==> src/rtl/security_pkg.sv <==
// Shared encodings for the alarm FSM WIFI link: status codes, command codes,
// and the request selector used by the remote command issuer.
package security_pkg;

    localparam logic [1:0] STATE_INACTIVE  = 2'b00;
    localparam logic [1:0] STATE_ACTIVE    = 2'b01;
    localparam logic [1:0] STATE_ALARM     = 2'b10;
    localparam logic [1:0] STATE_EMERGENCY = 2'b11;

    localparam logic [3:0] CMD_IDLE     = 4'b0000;
    localparam logic [3:0] CMD_DISARM   = 4'b1010;
    localparam logic [3:0] CMD_REARM    = 4'b1011;
    localparam logic [3:0] CMD_ESCALATE = 4'b1100;

    typedef enum logic [1:0] {
        ISS_IDLE  = 2'd0,
        ISS_DRIVE = 2'd1,
        ISS_WAIT  = 2'd2
    } issuer_state_e;

    typedef struct packed {
        logic       valid;
        logic       legal;
        logic [3:0] code;
        logic [1:0] expect_state;
    } cmd_req_t;

    // Priority disarm > rearm > escalate; legality judged on the current FSM status.
    function automatic cmd_req_t select_request(input logic       disarm,
                                                 input logic       rearm,
                                                 input logic       escalate,
                                                 input logic [1:0] fsm_state);
        cmd_req_t r;
        r = '{valid: 1'b0, legal: 1'b0, code: CMD_IDLE, expect_state: STATE_INACTIVE};
        if (disarm) begin
            r.valid        = 1'b1;
            r.legal        = (fsm_state == STATE_ALARM) || (fsm_state == STATE_EMERGENCY);
            r.code         = CMD_DISARM;
            r.expect_state = STATE_INACTIVE;
        end else if (rearm) begin
            r.valid        = 1'b1;
            r.legal        = (fsm_state == STATE_ALARM) || (fsm_state == STATE_EMERGENCY);
            r.code         = CMD_REARM;
            r.expect_state = STATE_ACTIVE;
        end else if (escalate) begin
            r.valid        = 1'b1;
            r.legal        = (fsm_state == STATE_ALARM);
            r.code         = CMD_ESCALATE;
            r.expect_state = STATE_EMERGENCY;
        end
        return r;
    endfunction

endpackage

==> src/rtl/btn_debounce.sv <==
// Raw button -> 2-FF synchroniser -> stability counter -> one-cycle press pulse.
module btn_debounce #(
    parameter int unsigned DEBOUNCE_CYCLES = 1000000
) (
    input  logic clk,
    input  logic reset,
    input  logic btn,
    output logic req
);
    localparam int unsigned CW = $clog2(DEBOUNCE_CYCLES + 1);

    logic          sync1, sync2, level;
    logic [CW-1:0] cnt;
    logic          settle_c;

    // Level flips on the last of DEBOUNCE_CYCLES consecutive disagreeing cycles.
    assign settle_c = (sync2 != level) && (cnt == CW'(DEBOUNCE_CYCLES - 1));

    always_ff @(posedge clk or posedge reset) begin
        if (reset) begin
            sync1 <= 1'b0;
            sync2 <= 1'b0;
            level <= 1'b0;
            cnt   <= '0;
            req   <= 1'b0;
        end else begin
            sync1 <= btn;
            sync2 <= sync1;
            if (sync2 == level) begin
                cnt <= '0;
            end else if (settle_c) begin
                cnt   <= '0;
                level <= sync2;
            end else begin
                cnt <= cnt + CW'(1);
            end
            req <= settle_c & sync2;
        end
    end

endmodule

==> src/rtl/remote_cmd_issuer.sv <==
// Remote-panel side of the WIFI link: issues held command codes, confirms them
// against the FSM status with bounded retries, and flags alarm rising edges.
module remote_cmd_issuer
    import security_pkg::*;
#(
    parameter int unsigned DEBOUNCE_CYCLES = 1000000,
    parameter int unsigned HOLD_CYCLES     = 4,
    parameter int unsigned ACK_TIMEOUT     = 50000000,
    parameter int unsigned MAX_RETRY       = 3
) (
    input  logic       clk,
    input  logic       reset,
    input  logic       btn_disarm,
    input  logic       btn_rearm,
    input  logic       btn_escalate,
    input  logic [1:0] state_in,
    input  logic       alarm_in,
    output logic [3:0] cmd_code,
    output logic       busy,
    output logic       ack_ok,
    output logic       fail,
    output logic       reject,
    output logic [1:0] retry_cnt,
    output logic       alarm_rise
);
    localparam int unsigned TW = $clog2(ACK_TIMEOUT + 1);
    localparam int unsigned HW = $clog2(HOLD_CYCLES + 1);

    logic     req_disarm, req_rearm, req_escalate;
    cmd_req_t req_c;

    btn_debounce #(.DEBOUNCE_CYCLES(DEBOUNCE_CYCLES)) u_db_disarm (
        .clk(clk), .reset(reset), .btn(btn_disarm), .req(req_disarm));
    btn_debounce #(.DEBOUNCE_CYCLES(DEBOUNCE_CYCLES)) u_db_rearm (
        .clk(clk), .reset(reset), .btn(btn_rearm), .req(req_rearm));
    btn_debounce #(.DEBOUNCE_CYCLES(DEBOUNCE_CYCLES)) u_db_escalate (
        .clk(clk), .reset(reset), .btn(btn_escalate), .req(req_escalate));

    assign req_c = select_request(req_disarm, req_rearm, req_escalate, state_in);

    issuer_state_e state_q, state_n;
    logic [3:0]    code_q, code_n;
    logic [1:0]    exp_state_q, exp_state_n;
    logic [HW-1:0] hold_q, hold_n;
    logic [TW-1:0] timer_q, timer_n;
    logic [1:0]    retry_n;
    logic [3:0]    cmd_n;
    logic          busy_n, ack_n, fail_n, reject_n;

    // Next state plus next value of every registered output.
    always_comb begin
        state_n     = state_q;
        code_n      = code_q;
        exp_state_n = exp_state_q;
        hold_n      = hold_q;
        timer_n     = timer_q;
        retry_n     = retry_cnt;
        cmd_n       = CMD_IDLE;
        busy_n      = 1'b0;
        ack_n       = 1'b0;
        fail_n      = 1'b0;
        reject_n    = 1'b0;
        case (state_q)
            ISS_IDLE: begin
                if (req_c.valid && req_c.legal) begin
                    state_n     = ISS_DRIVE;
                    code_n      = req_c.code;
                    exp_state_n = req_c.expect_state;
                    retry_n     = '0;
                    cmd_n       = req_c.code;
                    busy_n      = 1'b1;
                end else if (req_c.valid) begin
                    reject_n = 1'b1;
                end
            end
            ISS_DRIVE: begin
                reject_n = req_c.valid;
                busy_n   = 1'b1;
                if (hold_q == HW'(HOLD_CYCLES - 1)) begin
                    state_n = ISS_WAIT;
                end else begin
                    hold_n = hold_q + HW'(1);
                    cmd_n  = code_q;
                end
            end
            ISS_WAIT: begin
                reject_n = req_c.valid;
                // A match wins over a simultaneous timeout.
                if (state_in == exp_state_q) begin
                    ack_n   = 1'b1;
                    state_n = ISS_IDLE;
                end else if (timer_q == TW'(ACK_TIMEOUT - 1)) begin
                    if (retry_cnt < 2'(MAX_RETRY)) begin
                        retry_n = retry_cnt + 2'd1;
                        state_n = ISS_DRIVE;
                        cmd_n   = code_q;
                        busy_n  = 1'b1;
                    end else begin
                        fail_n  = 1'b1;
                        state_n = ISS_IDLE;
                    end
                end else begin
                    timer_n = timer_q + TW'(1);
                    busy_n  = 1'b1;
                end
            end
            default: state_n = ISS_IDLE;
        endcase
        if (state_n != state_q) begin
            hold_n  = '0;
            timer_n = '0;
        end
    end

    always_ff @(posedge clk or posedge reset) begin
        if (reset) begin
            state_q     <= ISS_IDLE;
            code_q      <= CMD_IDLE;
            exp_state_q <= STATE_INACTIVE;
            hold_q      <= '0;
            timer_q     <= '0;
            retry_cnt   <= '0;
            cmd_code    <= CMD_IDLE;
            busy        <= 1'b0;
            ack_ok      <= 1'b0;
            fail        <= 1'b0;
            reject      <= 1'b0;
        end else begin
            state_q     <= state_n;
            code_q      <= code_n;
            exp_state_q <= exp_state_n;
            hold_q      <= hold_n;
            timer_q     <= timer_n;
            retry_cnt   <= retry_n;
            cmd_code    <= cmd_n;
            busy        <= busy_n;
            ack_ok      <= ack_n;
            fail        <= fail_n;
            reject      <= reject_n;
        end
    end

    // outWIFI alarm flag: synchronise, then pulse on the rising edge only.
    logic alarm_s1, alarm_s2, alarm_d;

    always_ff @(posedge clk or posedge reset) begin
        if (reset) begin
            alarm_s1   <= 1'b0;
            alarm_s2   <= 1'b0;
            alarm_d    <= 1'b0;
            alarm_rise <= 1'b0;
        end else begin
            alarm_s1   <= alarm_in;
            alarm_s2   <= alarm_s1;
            alarm_d    <= alarm_s2;
            alarm_rise <= alarm_s2 & ~alarm_d;
        end
    end

endmodule

==> config.mk <==
export PLATFORM = sky130hd
export DESIGN_NAME = remote_cmd_issuer
export DESIGN_NICKNAME = d
export VERILOG_FILES = /design/src/rtl/security_pkg.sv /design/src/rtl/btn_debounce.sv /design/src/rtl/remote_cmd_issuer.sv
export SDC_FILE = /design/constraint.sdc
export NUM_CORES = 1
export LEC_CHECK = 0
export CAP_MARGIN = 30
export CORE_ASPECT_RATIO = 0.5
export CORE_UTILIZATION = 40
export DETAILED_ROUTE_END_ITERATION = 6
export PLACE_DENSITY = 0.57
export SLEW_MARGIN = 20
export SYNTH_ARGS = -nofsm -noshare
export SYNTH_HDL_FRONTEND = slang
export SYNTH_HIERARCHICAL = 1
export SYNTH_SLANG_ARGS = --single-unit
==> constraint.sdc <==
create_clock -name clk -period 2.9 [get_ports clk]
set_clock_uncertainty 0.05 [all_clocks]
set_input_delay 0.58 -clock clk [delete_from_list [all_inputs] [get_ports clk]]
set_output_delay 0.58 -clock clk [all_outputs]
set_load 0.005 [all_outputs]
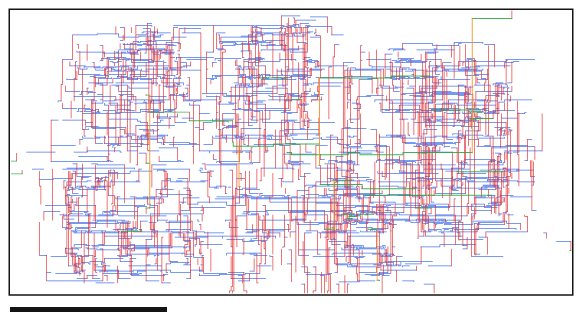
*Signal wires by layer, run 1*
Scale bar: 50 um.
[orange] M4 | wire length: 152 um
[blue] M1 | wire length: 6310 um
[green] M3 | wire length: 338 um
[red] M2 | wire length: 5860 um

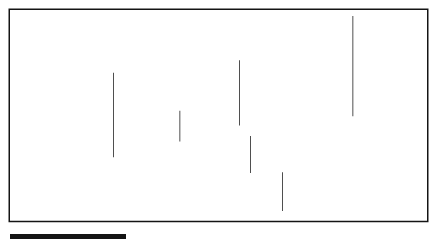
*Met4 routing, run 1*
Scale bar: 50 um.
longest straight run: 42.8 um
nets with wire on the layer: 4
main direction: vertical
share of all routed wire: 1.2%
wire length on this layer: 152 um
via count: 4690
Post-Route WL: 12700 um

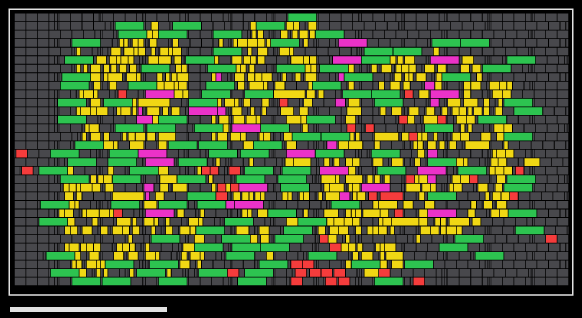
*Cells colored by class, run 1*
Scale bar: 50 um. Fill, decap, tap and diode cells in gray.
[yellow] remaining logic cells | cells: 463 | share of their area: 44%
[magenta] clock drivers and dummy loads | cells: 32 | share of their area: 7.6%
[red] remaining buffers and delay cells | cells: 39 | share of their area: 4.9%
[green] registers | cells: 122 | share of their area: 43%

==> results.ini, run 1 <==
[die]
io_pins=19
die_y_um=90.8
die_area_um2=16300

[finish]
seq_area_um2=3050
drive_gt1_frac=0.154
mostFrequentLayoutCells=dfrtp_1 (122), nor2_1 (52), nand2_1 (36)

[worst_setup_path]
slowest_delay_ns=0.55
required_ns=3.17
cp-start-kind=input pin
endpoint_kind=register
r2r-end=timer_q[10]
path_class=in -> reg
critPathCapture=timer_q[10]
cpMaxStageDelayCell=or4_2
r2r_start=state_q[0]

[synthesis]
simple_gate_area_frac=0.257
ff_type=dfrtp_1
yosysSeqAreaShare=0.484
fp_nets=624
ys_chip_area_um2=6300
mux_share=0.0177
edf_count=0
adder_share=0.0218

[flow_run]
drv_cap=0

[placed_design]
dp_slack_ns=0.0437
post-place-cells=828

[timing]
holdWs_ns=0.311
report.final.setup_viol=0
tightest_slew_ns=0.659
rsz0062_at_grt=false
hold_viol=0
max_clock_freq_ghz=0.406

[route]
drcViolationCount=0
routedWlPerCell_um=14.7

[clocking]
clkLatencyLatePin_ns=0.41
cts_buffers=17
post_cts_buffers=0

[outcome]
status=completed

[run 1: area by class of cell]
cell class | instances | area share
repair buffers | 39 | 0.0477
flip-flops and latches | 122 | 0.416
well taps | 204 | 0.0347
clock inverters | 12 | 0.0126
multi-input cells | 443 | 0.418
inverters | 20 | 0.0102
clock buffers | 20 | 0.0608
[run 1: sequential cells by signal, summed over array words and instances (netlist names), 2 cells and up]
signal and cells:
cmd_code 4, code_q 4, hold_q 3, retry_cnt 2
state_q 2, timer_q 26, u_db_disarm/cnt 20, u_db_escalate/cnt 20
u_db_rearm/cnt 20
[run 1: routing by layer]
metal	track usage	wire (um)	vias up
li1	-	-	2304
met2	0.269	5860	53
met4	0.0589	151	0
met1	0.235	6310	2318
met3	0.0423	338	15
met5	0	0	-
[run 1: per-stage QoR]
step | utilization | total power [mW] | cell area [um^2]
after floorplan | - | 1.82 | 6300
after global placement | 0.442 | 1.86 | 6810
after detailed placement | 0.442 | 1.86 | 6810
after CTS | 0.477 | 3.82 | 7350
after global routing | 0.477 | 3.90 | 7350
final | 0.477 | 3.76 | 7350
[run 1: cell families after synthesis]
logic type | after synthesis
multiplexers | 9
buffers and inverters | 40
adder cells (fa/ha/maj) | 11
flip-flops | 122
AND/OR/NAND/NOR | 270
XOR/XNOR | 54
AND-OR/OR-AND | 99
[run 1: power by group]
part           internal (mW)  switching [mW]
combinational         0.0329          0.0605
clock                   1.12           0.806
sequential              1.72          0.0127
total                   2.88           0.880
[run 1: worst min path at each step]
stage,startpoint,endpoint,depth (start not counted)
6_report,u_db_escalate/sync1,u_db_escalate/sync2,0
2_1_floorplan,alarm_s1,alarm_s2,0
3_5_place_dp,alarm_s1,alarm_s2,0
3_3_place_gp,u_db_escalate/sync1,u_db_escalate/sync2,0
4_1_cts,u_db_disarm/sync1,u_db_disarm/sync2,0
5_1_grt,u_db_disarm/sync1,u_db_disarm/sync2,0
[run 1: synthesized netlist by cell type, types with 5 or more instances]
cell type    n  area (um^2)
ha_1        11          138
o21ai_0     22          110
nor4b_1      5         43.8
and4_1       7         61.3
inv_1       19         71.3
nand2_1     36          135
nand3_1     29          145
o31ai_1     13         97.6
nand4_1     14         87.6
nor3_1      24          120
nor4_1      16          100
or3_1       13         81.3
a21oi_1     23          115
dfrtp_1    122         3050
xor2_1      20          175
nand3_2      6         60.1
xnor2_1     34          298
and3_1       8         50.1
clkbuf_1     8         30.0
a211oi_1    15          113
nor2_1      52          195
buf_2        7         35.0
or4_1       14          105
### Gate-type map, run 1

Scale bar: 50 um.
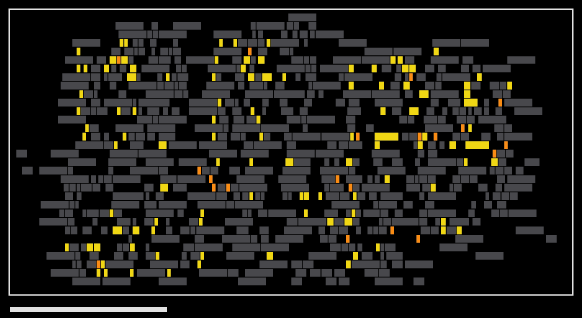

--- run 2 (diff from run 1) ---
==> constraint.sdc (replaced) <==
create_clock -name clk -period 2.5 [get_ports clk]
set_clock_uncertainty 0.05 [all_clocks]
set_input_delay 0.5 -clock clk [delete_from_list [all_inputs] [get_ports clk]]
set_output_delay 0.5 -clock clk [all_outputs]
set_load 0.005 [all_outputs]
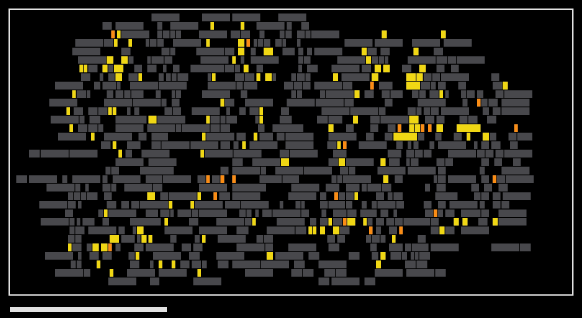
*Gate-type map, run 2*
Scale bar: 50 um.
[orange] inv cells | cells: 20
[yellow] nor cells | cells: 107

==> run 2 against run 1 <==
Synthesized cell count unchanged. Global-route usage decreased by 0.14 points. Area after synthesis unchanged. Sequential power grew 16%. Register-to-register slack lost 0.32 ns. Final area up 3.3%. Combinational power is about 20% higher. Core utilization grew 1.6 points. Sequential share of layout area is 1.3 points lower. Final cell count increased by 2.4%. Routed wire length up 0.72%. Highest routed layer unchanged.
==> results.ini, run 2 <==
[outcome]
status=completed  ; unchanged

[synthesis]
synthTopCellsByCount=dfrtp_1 (122), nor2_1 (52), nand2_1 (36)  ; unchanged
synth.most_common_cell=dfrtp_1  ; unchanged
top_cells_by_area=dfrtp_1 (48%), xnor2_1 (4.7%), nor2_1 (3.1%)  ; unchanged
ff_type=dfrtp_1  ; unchanged
fp_nets=624  ; unchanged
top_area_frac=0.484  ; unchanged

[timing]
report.final.setup_viol=0  ; unchanged
tightest_slew_ns=0.595  ; was 0.659 ns
rsz0062_at_grt=false  ; unchanged

[finish]
largest_reg_flops=26  ; unchanged
regMostFlops=timer_q  ; unchanged
stdcell_area_um2=7590  ; was 7350 um^2

[route]
vias=4701  ; was 4690
drcViolationCount=0  ; unchanged
routedWlPerCell_um=14.5  ; was 14.7 um
routed_wl_um=12700  ; about the same

[worst_setup_path]
path_class=in -> reg  ; unchanged

[flow_run]
drv_cap=0  ; unchanged

[die]
die_area_um2=16300  ; unchanged
die_y_um=90.8  ; unchanged

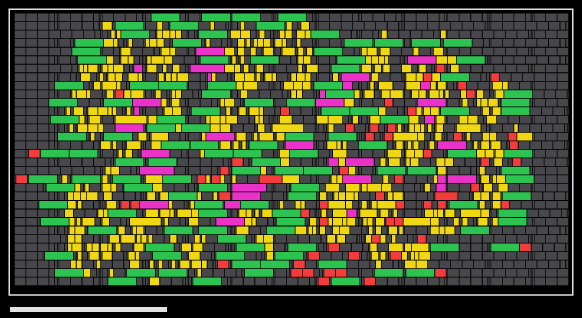
*Cells colored by class, run 2*
Scale bar: 50 um. Fill, decap, tap and diode cells in gray.
[yellow] remaining logic cells | cells: 463 | share of their area: 43%
[magenta] clock drivers and dummy loads | cells: 32 | share of their area: 8.3%
[green] registers | cells: 122 | share of their area: 42%
[red] remaining buffers and delay cells | cells: 60 | share of their area: 7.1%

[run 2: cell counts after synthesis]
No cell type changed its count.
[run 2: per-layer routing]
metal | track usage | vias up | part of all wire | routed length, um
li1 | - | 2340 | - | -
met1 | 0.231 | 2317 | 0.51 | 6530
met2 | 0.273 | 35 | 0.46 | 5820
met3 | 0.0367 | 9 | 0.023 | 297
met4 | 0.0589 | 0 | 0.0075 | 95
met5 | 0 | - | 0 | 0
[run 2: stage by stage]
step                worst slack, ns  total power [mW]  instances
global placement             -0.225              2.16        848
global route                 0.0461              4.84        881
floorplan                     0.139              2.11        605
CTS                          0.0957              4.73        880
detailed placement           -0.245              2.16        848
finish                        0.162              4.66        881
[run 2: timing repair]
item	in CTS	in global routing
resized	0	0
hold endpoints to repair	0	0
endpoints found under the setup margin	0	1
setup buffers	0	1
hold buffers	0	0
[run 2: worst max-delay path by stage]
stage          cells after the start  slack, ns         from           to
6_report                           7       0.16  state_in[1]   timer_q[8]
5_1_grt                            6       0.05  state_in[1]  timer_q[10]
4_1_cts                            6        0.1  timer_q[16]   timer_q[8]
3_5_place_dp                       7      -0.25  state_in[1]   timer_q[8]
3_3_place_gp                       7      -0.23  state_in[1]   timer_q[9]
2_1_floorplan                      8       0.14   timer_q[0]  timer_q[22]
[run 2: cells by family (layout without fill, tap and decap cells)]
logic type	count (synthesis)	count (layout)	share of synthesized area
AOI/OAI and AO/OA	99	99	0.114
xor gates and xnor gates	54	54	0.0750
adders and majority gates	11	11	0.0218
buffers and inverters	40	112	0.0306
DFF	122	122	0.484
muxes	9	9	0.0177
and+or+nand+nor	270	270	0.257
[run 2: worst max-delay path: stages]
cell and delay, ns:
clkdlybuf4s50_1 0.52, xor2_1 0.26, o21ai_0 0.22, or4_1 0.45
a32oi_2 0.31, buf_4 0.24, a211oi_1 0.07
[run 2: report_power, final]
part	internal [mW]	leakage, nW	switching (mW)
Clock	1.60	0.294	0.938
Combinational	0.0413	1.20	0.0706
Sequential	2.00	1.67	0.0144
[run 2: layout make-up]
class | instances | area share
multi-input cells | 443 | 0.405
flip-flops and latches | 122 | 0.402
repair buffers | 60 | 0.0686
clock buffers | 19 | 0.0584
well taps | 204 | 0.0336
clock inverters | 13 | 0.0221
inverters | 20 | 0.00989
### Sequential cells colored by netlist name, run 2

Scale bar: 50 um. Other sequential cells in the stronger gray, the rest of the logic in the fainter gray.
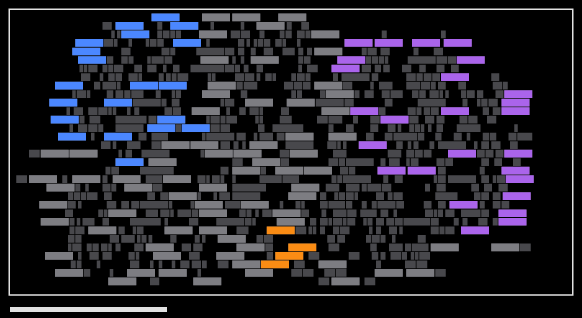

--- run 3 (diff from run 2) ---
--- a/config.mk
+++ b/config.mk
@@ -8,6 +8,7 @@
 export CAP_MARGIN = 30
 export CORE_ASPECT_RATIO = 0.5
 export CORE_UTILIZATION = 40
+export CTS_BUF_LIST = sky130_fd_sc_hd__clkbuf_16
 export DETAILED_ROUTE_END_ITERATION = 6
 export PLACE_DENSITY = 0.57
 export SLEW_MARGIN = 20
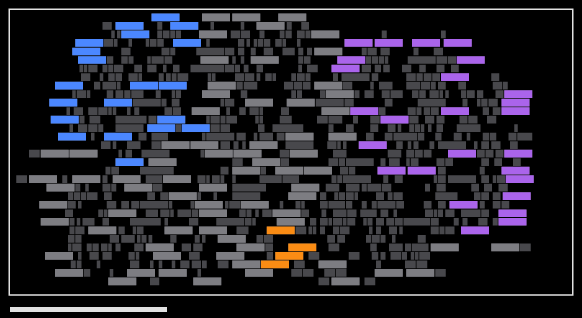
*Sequential cells colored by netlist name, run 3*
Scale bar: 50 um. Other sequential cells in the stronger gray, the rest of the logic in the fainter gray.
[blue] u_db_disarm/cnt | placed flops: 20
[orange] cmd_code | placed flops: 4 | where: south
[purple] timer_q | placed flops: 26
Register Area: 3050 um^2
Finished Core Util: 0.492

==> run 3 against run 2 <==
Highest routed layer unchanged. Area after synthesis unchanged. Critical path depth unchanged. Via count increased by 0.21%. Final cell count unchanged. First-iteration DRC count is 2.1% lower. Critical path type unchanged.
==> results.ini, run 3 <==
[outcome]
status=completed  ; unchanged

[synthesis]
yosysUniqueCellTypes=69  ; unchanged
ys_chip_area_um2=6300  ; unchanged
fp_nets=624  ; unchanged
top_area_frac=0.484  ; unchanged
yosysSeqAreaShare=0.484  ; unchanged
top_cells_by_area=dfrtp_1 (48%), xnor2_1 (4.7%), nor2_1 (3.1%)  ; unchanged
ff_type=dfrtp_1  ; unchanged
edf_count=0  ; unchanged
synthTopCellsByCount=dfrtp_1 (122), nor2_1 (52), nand2_1 (36)  ; unchanged
synth.most_common_cell=dfrtp_1  ; unchanged
numSynthFlops=122  ; unchanged
yosysTopAreaCell=dfrtp_1  ; unchanged
syn_area_per_cell_um2=10.4  ; unchanged

[timing]
fin_ws_ns=0.161  ; was 0.162 ns
tightest_slew_ns=0.595  ; about the same
report.final.setup_viol=0  ; unchanged
max_clock_freq_ghz=0.428  ; about the same

[clocking]
clkLatencyLatePin_ns=0.41  ; about the same
post_cts_buffers=0  ; unchanged
cts_resized=0  ; unchanged
hold_buffers=0  ; unchanged
cts_buffers=17  ; unchanged

[route]
drcViolationCount=0  ; unchanged
routed_wl_um=12800  ; was 12700 um
routedWlPerCell_um=14.5  ; about the same
vias=4711  ; was 4701
drt_iter0_drc=185  ; was 189

[die]
io_pins=19  ; unchanged
die_y_um=90.8  ; unchanged
die_area_um2=16300  ; unchanged

[flow_run]
drv_cap=0  ; unchanged

[finish]
mostFrequentLayoutCells=dfrtp_1 (122), nor2_1 (52), buf_4 (40)  ; unchanged
largest_reg_flops=26  ; unchanged
drive_gt1_frac=0.180  ; was 0.182
regMostFlops=timer_q  ; unchanged
area_growth_pct=20.2  ; was 20.3%

[worst_setup_path]
required_ns=2.73  ; about the same
endpoint_kind=register  ; unchanged
cp-start-kind=input pin  ; unchanged

[placed_design]
post_dp_cell_area_um2=6970  ; unchanged
dp_slack_ns=-0.245  ; unchanged

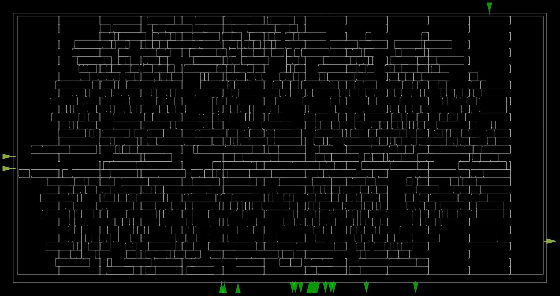
*Placement view, run 3*
Tapcells: 204
flop share of the area: 0.403

run 3: final timing paths:
check	start	end	slack, ns	depth (start not counted)
worst max-delay path	state_in[1]	timer_q[8]	0.16	7
worst min-delay path	reset	u_db_rearm/req	0.30	2
worst max register to register	timer_q[16]	retry_cnt[1]	0.17	6
worst min register to register	u_db_disarm/sync1	u_db_disarm/sync2	0.30	0
max in group asynchronous	reset	timer_q[0]	1.40	3
min in group clk	u_db_disarm/sync1	u_db_disarm/sync2	0.30	0
run 3: report_power, final:
| group | switching, mW | internal [mW] |
|---|---|---|
| combinational | 0.0706 | 0.0413 |
| sequential | 0.0144 | 2.00 |
| clock | 0.936 | 1.57 |
| total | 1.02 | 3.61 |
run 3: critical path: stages:
cell             delay (ns)
clkdlybuf4s50_1        0.52
xor2_1                 0.26
o21ai_0                0.22
or4_1                  0.45
a32oi_2                0.31
buf_4                  0.24
a211oi_1               0.07
run 3: stage by stage:
| stage | hold slack, ns | instances | setup TNS, ns | total power, mW |
|---|---|---|---|---|
| after global placement | 0.284 | 848 | -6.02 | 2.16 |
| after floorplan | 0.281 | 605 | 0 | 2.11 |
| after global routing | 0.298 | 881 | 0 | 4.81 |
| final | 0.297 | 881 | 0 | 4.63 |
| after detailed placement | 0.285 | 848 | -6.69 | 2.16 |
| after CTS | 0.285 | 880 | 0 | 4.69 |
run 3: area by class of cell:
cell class	instances	area (um^2)	area share
clock buffers	17	425	0.0561
flip-flops and latches	122	3050	0.403
inverters	20	75.1	0.00991
clock inverters	15	175	0.0231
well taps	204	255	0.0337
multi-input cells	443	3070	0.406
repair buffers	60	520	0.0687
run 3: cells by family (layout without fill, tap and decap cells):
kind of cell / Yosys count / in the layout / share of synthesized area
adders and majority gates: 11 / 11 / 0.0218
AOI/OAI and AO/OA: 99 / 99 / 0.114
buffers and inverters: 40 / 112 / 0.0306
and+or+nand+nor: 270 / 270 / 0.257
muxes: 9 / 9 / 0.0177
xor gates and xnor gates: 54 / 54 / 0.0750
DFF: 122 / 122 / 0.484
run 3: layer usage:
layer	routed length, um	global-route usage	vias up
met5	0	0	-
met4	93	0.0589	0
li1	-	-	2340
met3	302	0.0367	8
met2	5830	0.273	37
met1	6530	0.231	2326
No activity file was given, so power comes from the tool's default toggle rates.
